### Cell classes on the final placement

Fill, decap, tap and diode cells in gray.
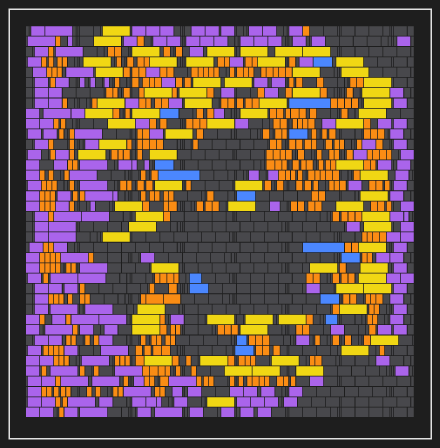
### Sequential cells colored by netlist name

Other sequential cells in the stronger gray, the rest of the logic in the fainter gray.
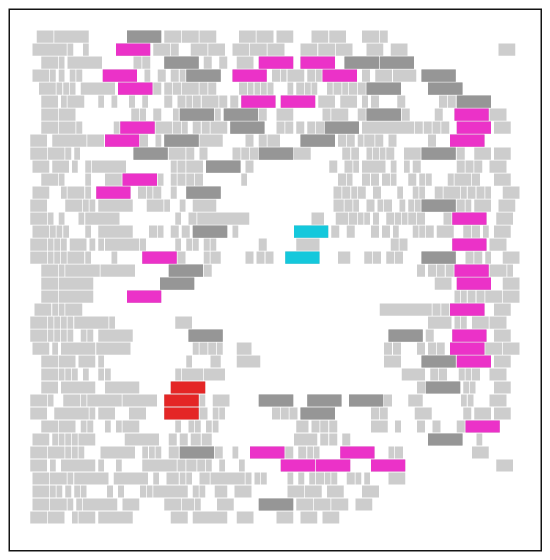
### Signal metal coverage by tile

The bar under the picture is 20 um long. 22 x 23 tiles, from black (low) to pale yellow (high), scaled to the fullest tile. Values are wire area over tile area, all layers added.
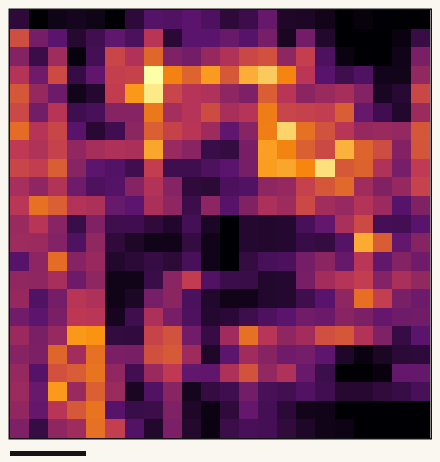
### Close-up of the layout

The bar under the picture is 20 um long. Window x 3 to 53, y 3 to 53 um. Cells in gray, sequential cells in the stronger gray; small squares are vias.
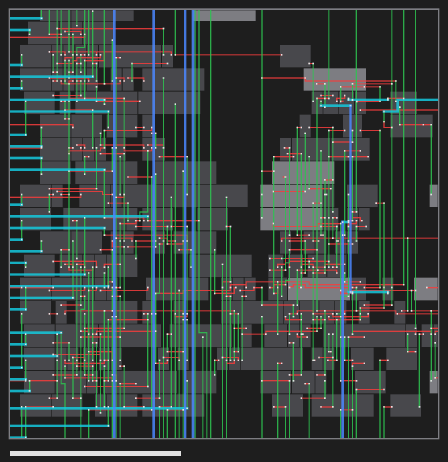
### Cell placement

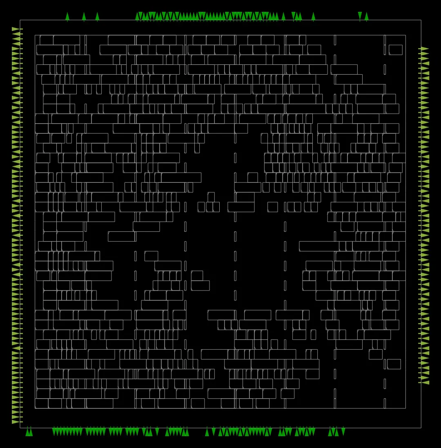
Design mem_port_arbiter, sky130hd; sources not shown.
==> flow_metrics.env <==
# flow metrics
export IMPL_seq_cells=74
export IMPL_syn_to_final_growth_pct=64.52
export IMPL_worst_setup_path_type="in -> out"
export IMPL_fin_setup_tns_ps=0
export IMPL_mux_share_pct=0
export IMPL_path_max_fanout=36
export IMPL_tap_cells=140
export IMPL_clk_share_pct=4.003
export IMPL_signal_buffers=208
export IMPL_wl_met2_um=7057
export IMPL_clk_latency_ps=350
export IMPL_yosysSeqAreaShare_pct=40.83
export IMPL_drt_initial_drc_count=302
export IMPL_syn_area_um2=3628
export IMPL_inv_count=26
export IMPL_min_period_ps=2911
export IMPL_final_cell_mix="157 x clkdlybuf4s50_1, 120 x nand2_1, 74 x dfxtp_1, 69 x o21ai_0, 69 x a21oi_1"
export IMPL_ys_sh_adder_pct=0.6897
export IMPL_slowest_stage="clkdlybuf4s50_1"
export IMPL_die_height_um=113
export IMPL_cp_start_kind="input port"
export IMPL_hold_viol=0
export IMPL_slew_headroom_pct=-8.546
export IMPL_nets=822
export IMPL_io_pins=271
export IMPL_rows=38
export IMPL_slowest_delay_ps=450
export IMPL_cts_root_buf="clkbuf_8"
export IMPL_cts_tree="done"
export IMPL_grt_pass1_vias=4153
export IMPL_avgSynthCellArea_um2=6.795
export IMPL_logic_area_um2=1634
export IMPL_grt_pass1_wl_um=21660
export IMPL_drive_above_1_share_pct=10.00
export IMPL_antenna_cells=0
export IMPL_slew_viol_final=68
export IMPL_post_route_period_util_pct=88.20
export IMPL_ys_sh_aoi_pct=19.59
export IMPL_grt_met2_usage_pct=39.44
export IMPL_place_ws_ps=601.2
export IMPL_comb_cell_share_pct=27.37
export IMPL_top_cell_area_share_pct=40.83
export IMPL_setup_slack_ps=389.3
export IMPL_powerDensity_nw_per_um2=497.3
export IMPL_yosys_top_cells_area="dfxtp_1 41%, nand2_1 12%, a21oi_1 9.5%"
export IMPL_maxCapViolCount=1
export IMPL_synth_main_ff_cell="dfxtp_1"
export IMPL_critical_path_buf_inv_count=4
export IMPL_yosys_warnings=0
export IMPL_numCtsBuffers=9
export IMPL_whs_path_depth=2
export IMPL_p_comb_mw=1.16
export IMPL_warnings=28
export IMPL_power_leader="combinational cells"
export IMPL_path_depth=7
export IMPL_power_mw=2.969
export IMPL_cts_hold_buf=0
export IMPL_p_int_mw=1.791
export IMPL_wl_met3_um=1337
export IMPL_ys_cells=534
export IMPL_comb_cells=367
export IMPL_final_instance_count_excl_fill=830
export IMPL_grt_busiest_layer="met2"
export IMPL_rsz0062_at_grt="false"
export IMPL_synth_chip_area_um2=3628
export IMPL_ys_ff=74
export IMPL_fin_hold_ws_ps=501.5
export IMPL_highest_layer="met4"
export IMPL_violations="capacitance limit, slew limit"
export IMPL_dp_hpwl_um=10950
export IMPL_edf_count=0
export IMPL_largestClassByArea="buffers"
export IMPL_post_cts_buffers=0
export IMPL_largest_area_cell="dfxtp_1"
export IMPL_status="finished, violations left"
export IMPL_power_frac_comb_pct=39.0
-- 'Cell classes on the final placement' (at the start) --
color	class	cells
blue	clock drivers and dummy loads	15
orange	combinational and other logic	393
purple	other buffers and delay cells	208
yellow	flops	74
post-layout util: 56.30%
Seq/total area: 24.82%

-- 'Sequential cells colored by netlist name' (at the start) --
color	signal	placed flops
red	`cnt_q`	3
cyan	`off_q`	2
magenta	`if_rdata`	32
FF/Latch Area: 1481 um^2
Seq. pwr: 0.965 mW

-- 'Signal metal coverage by tile' (at the start) --
emptiest ninth of the die	lower right
tiles over half the peak	20%
mean over tiles	0.19
nearly empty tiles	5.1%
densest ninth of the die	top center
fullest tile	0.58
Routed WL per cell: 16.78 um
drt total wl: 13,930 um
DR vias: 4,162
total track usage: 21.89%

-- 'Close-up of the layout' (at the start) --
color	layer
green	metal 2
blue	metal 4
cyan	metal 3
red	metal 1
sequential cells in the window	5
cells with their middle in the window	163
most frequent	nand2_1 (60), clkdlybuf4s50_1 (39), buf_12 (20)

-- 'Cell placement' (at the start) --
number of fill cells in the layout: 952
area of the core: 10,600 um^2

Power and IR drop assume default switching activity.
